Design stream_dest_router, sky130hd; sources not shown.
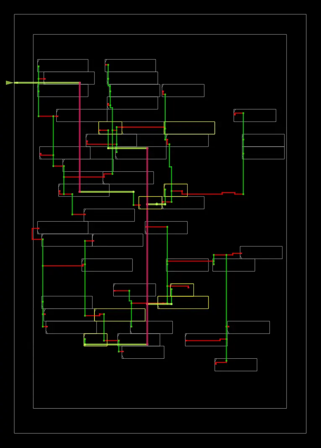
*Clock routing, run 1*
clk ins delay skew pair: 0.29 ns
clk sinks: 40
Worst Skew: 0.00836 ns

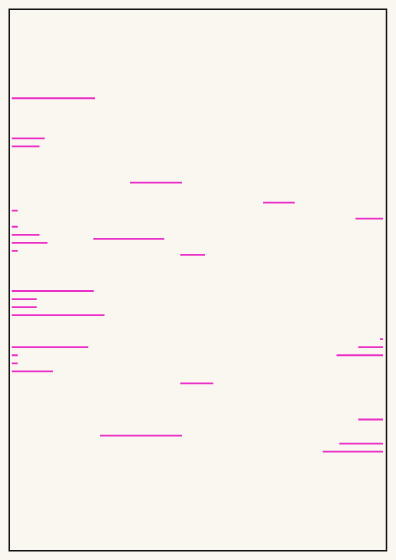
*Metal 3, run 1*
The wires run mostly horizontal. The layer carries 178 um of wire. The layer holds 5.0% of the routed length. The longest straight run is 15.4 um. 25 nets have wire on it.
GRT met3 Usage: 3.47%
Detailed Route WL: 3.58 mm
vias post-DR: 1284

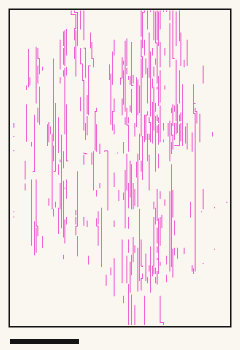
*M2 wires, run 1*
Scale bar: 20 um.
198 nets have wire on it. The layer holds 54% of the routed length.
GRT met2 Usage: 24.4%

==> results.cfg, run 1 <==
; generated from flow reports
[yosys]
netlist_instances = 150
async_flop_share_pct = 45.0
ys_ff = 40

[final_timing]
holdWs_ns = 0.507
timing.final.ws_setup_ns = 0.223

[drt]
drc = 0
dr.pass1.iters = 4
top_layer = met4
wl_per_cell_um = 14.4
met1_length_mm = 1.41
met2_length_mm = 1.93

[setup_path]
cp-end-kind = primary output
cp_top_family = buffers and inverters
cpMostUsedCell = buf_2
crit_slowest_cell = clkdlybuf4s50_1
r2r_cells = 9
crit_type = flip-flop to primary output

[power]
switching_share_pct = 33.7
comb_power_share_pct = 40.6

[grt]
grt_max_degree = 19
antenna_found_initial = 0
grt_pass1_vias = 1377
grt_use_total_pct = 13.3

[finish]
inv_count = 12
layout.nonclk_buf_share_pct = 18.0
largest_register_ffs = 16
largest_class = registers
comb_cells = 94
antenna_cells = 0
comb_area_um2 = 681

[floorplan]
die_area_um2 = 5820
num_rows = 30
die_h_um = 91.4

[clock_tree]
post-cts-setup-buffers = 0
cts.reportedPaths.clkPinSlew_ns = 0.08
cts_buffers = 5

[worst_hold_path]
hold_depth = 1

[outcome]
outcome = complete, no violations
==> run 1: power by group through the flow <==
stage          clock network [mW]  logic (mW)  registers [mW]
2_1_floorplan                   0       0.660           0.942
3_3_place_gp                    0        1.06           0.906
5_1_grt                     0.713        1.19           0.921
3_5_place_dp                    0        1.09           0.919
6_report                    0.670        1.08           0.904
4_1_cts                     0.683        1.09           0.906
==> run 1: synthesized netlist by cell type, types with 2 or more instances <==
cell type	number	area (um^2)
inv_1	12	45.0
a22o_1	2	17.5
o22ai_1	2	12.5
edfxtp_1	22	661
nor2_1	15	56.3
xor2_1	4	35.0
dfrtp_1	18	450
xnor2_1	7	61.3
mux2i_1	9	90.1
ha_1	7	87.6
nand4_1	2	12.5
nand2_1	13	48.8
a21oi_1	3	15.0
buf_2	4	20.0
nand3_1	8	40.0
==> run 1: cell families after synthesis <==
| logic type | share of synthesized area, % |
|---|---|
| xor+xnor | 5.19 |
| fa+ha+maj | 4.72 |
| compound gates | 6.74 |
| mux | 6.40 |
| simple gates | 13.6 |
| buf+inv | 3.50 |
| flops | 59.8 |
==> run 1: cells in the final DEF, fill, tap and decap left out, types with 2 or more instances in the layout <==
| cell type | count |
|---|---|
| clkdlybuf4s50_1 | 43 |
| edfxtp_1 | 22 |
| dfrtp_1 | 18 |
| nor2_1 | 15 |
| nand2_1 | 13 |
| inv_1 | 12 |
| mux2i_1 | 9 |
| nand3_1 | 8 |
| xnor2_1 | 7 |
| ha_1 | 7 |
| clkbuf_8 | 5 |
| xor2_1 | 4 |
| buf_2 | 4 |
| a21oi_1 | 3 |
| bufinv_16 | 3 |
| nand4_1 | 2 |
| o22ai_1 | 2 |
| a22o_1 | 2 |
### Wiring by layer, run 1

Scale bar: 20 um. Two of the layers only.
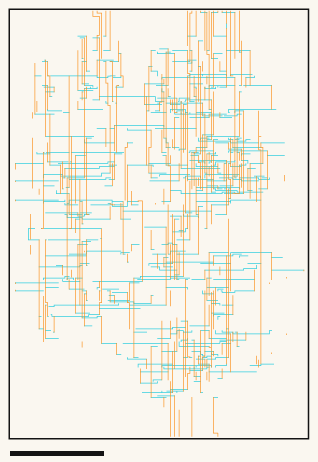

==> run 1 -> run 2 <==
--- a/config.mk
+++ b/config.mk
@@ -11,6 +11,8 @@
 export DETAILED_ROUTE_END_ITERATION = 12
 export GPL_TIMING_DRIVEN = 0
 export PLACE_DENSITY_LB_ADDON = 0.2
+export SETUP_SLACK_MARGIN = 0.3
+export SKIP_LAST_GASP = 1
 export SLEW_MARGIN = 25
 export SYNTH_ARGS = -nofsm -noshare
 export SYNTH_HDL_FRONTEND = slang
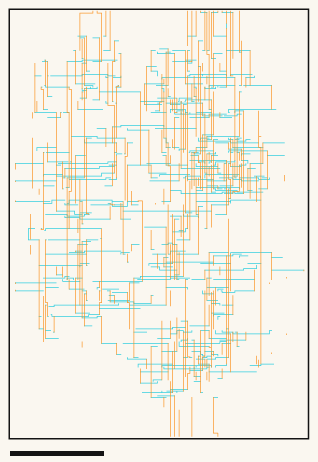
*Wiring by layer, run 2*
Scale bar: 20 um. Two of the layers only.
Cyan marks metal 1, wire length 1410 um. Orange marks metal 2, wire length 1930 um.
Detailed Route WL: 3.58 mm
vias post-DR: 1283
Global Route Usage Sum: 13.3%
WL per Instance: 14.4 um

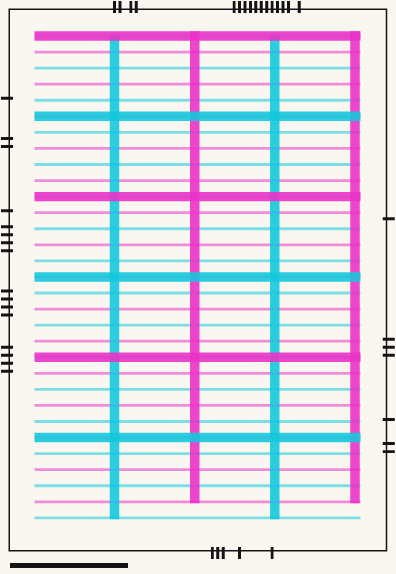
*Power grid, run 2*
Scale bar: 20 um. Pins as bars on the die edge.
Cyan marks VSS. Magenta marks VDD.
The core has 30 rows. 31 met1 rails follow the rows. 44 signal pins sit on the boundary.
maximum vdd drop: 425 uV
Die Wd: 63.6 um

==> results.cfg, run 2 <==
; generated from flow reports
[setup_path]
r2r_cells = 9
crit_type = flip-flop to primary output
crit_slowest_cell = clkdlybuf4s50_1
cp_top_family = buffers and inverters
cp_max_fo = 5
cp-end-kind = primary output

[drt]
dr.pass1.iters = 4
drc = 0

[clock_tree]
post-cts-setup-buffers = 0
clock_sinks = 40
cts.reportedPaths.clkPinSlew_ns = 0.08
cts_buffers = 5
clk_latency_ns = 0.29

[worst_hold_path]
hold_depth = 1

[grt]
grt_first_pass_wirelength_mm = 6.03
grt_pass1_vias = 1377
antenna_found_initial = 0
grt_max_degree = 19

[placement]
io_buffers = 43
hpwl_mm = 2.71
gp_congestion = 0.759

[finish]
nets = 227
layout_top_cells = clkdlybuf4s50_1 (32), edfxtp_1 (22), dfrtp_1 (18)
antenna_cells = 0
lay_top_count = clkdlybuf4s50_1
largest_register_ffs = 16

[floorplan]
num_rows = 30
die_area_um2 = 5820

[yosys]
top_cells_by_count = edfxtp_1 (22), dfrtp_1 (18), nor2_1 (15), nand2_1 (13), inv_1 (12)
netlist_area_um2 = 1860
top_cell = edfxtp_1
yosysTopAreaCell = edfxtp_1
top_area_share_pct = 35.6
yosysCellCount = 150
ys_ff = 40
synthTopCellsByArea = edfxtp_1 (36%), dfrtp_1 (24%), mux2i_1 (4.9%)
async_flop_share_pct = 45.0
netlist_instances = 150

[final_timing]
skew_ns = 0.00850
drv_slew = 0
maxSlewHeadroom_pct = 45.0

[outcome]
outcome = complete, no violations
==> run 2: timing repair <==
item,CTS,global route
cloned,0,0
setup endpoints to repair,12,5
hold buffers,0,0
resized,9,4
endpoints found under the hold margin,0,0
==> run 2: logic make-up (layout without fill, tap and decap cells) <==
group	after synthesis	after routing	synth area share, %
xor+xnor	11	11	5.19
compound gates	16	16	6.74
mux	11	11	6.40
buf+inv	16	67	3.50
flops	40	40	59.8
simple gates	49	49	13.6
fa+ha+maj	7	7	4.72
==> run 2: layout make-up <==
cell class                 instances  area [um^2]  share of cell area (%)
sequential                        40         1110                    44.2
multi-input combinational         94          681                    27.1
timing repair buffer              43          432                    17.2
clock inverter                     3         90.1                    3.59
clock buffer                       5         68.8                    2.74
tap                               48         60.1                    2.39
inverter                          12         45.0                    1.79
buffer                             4         25.0                   0.996
==> run 2: power breakdown <==
group,internal [mW],total [mW],switching [mW]
Combinational,0.462,1.05,0.589
Clock,0.462,0.670,0.208
Sequential,0.810,0.904,0.0947
Total,1.73,2.63,0.891
==> run 2: per-stage QoR <==
step	cells	hold WS (ns)	util (%)	setup WS, ns	power, mW
global placement	241	0.483	52.1	0.377	1.96
global route	249	0.537	55.8	0.233	2.80
floorplan	150	0.244	-	0.947	1.60
finish	249	0.507	55.8	0.322	2.63
CTS	249	0.514	55.6	0.275	2.67
detailed placement	241	0.503	52.1	0.315	2.01
==> run 2: metal layers <==
layer	vias up	wire, um	GRT usage (%)
met1	620	1410	13.8
li1	627	-	-
met5	-	0	0
met2	30	1930	24.4
met3	6	175	3.47
met4	0	66	5.95
Power figures rest on the tool's default switching activity, not on a simulated workload.
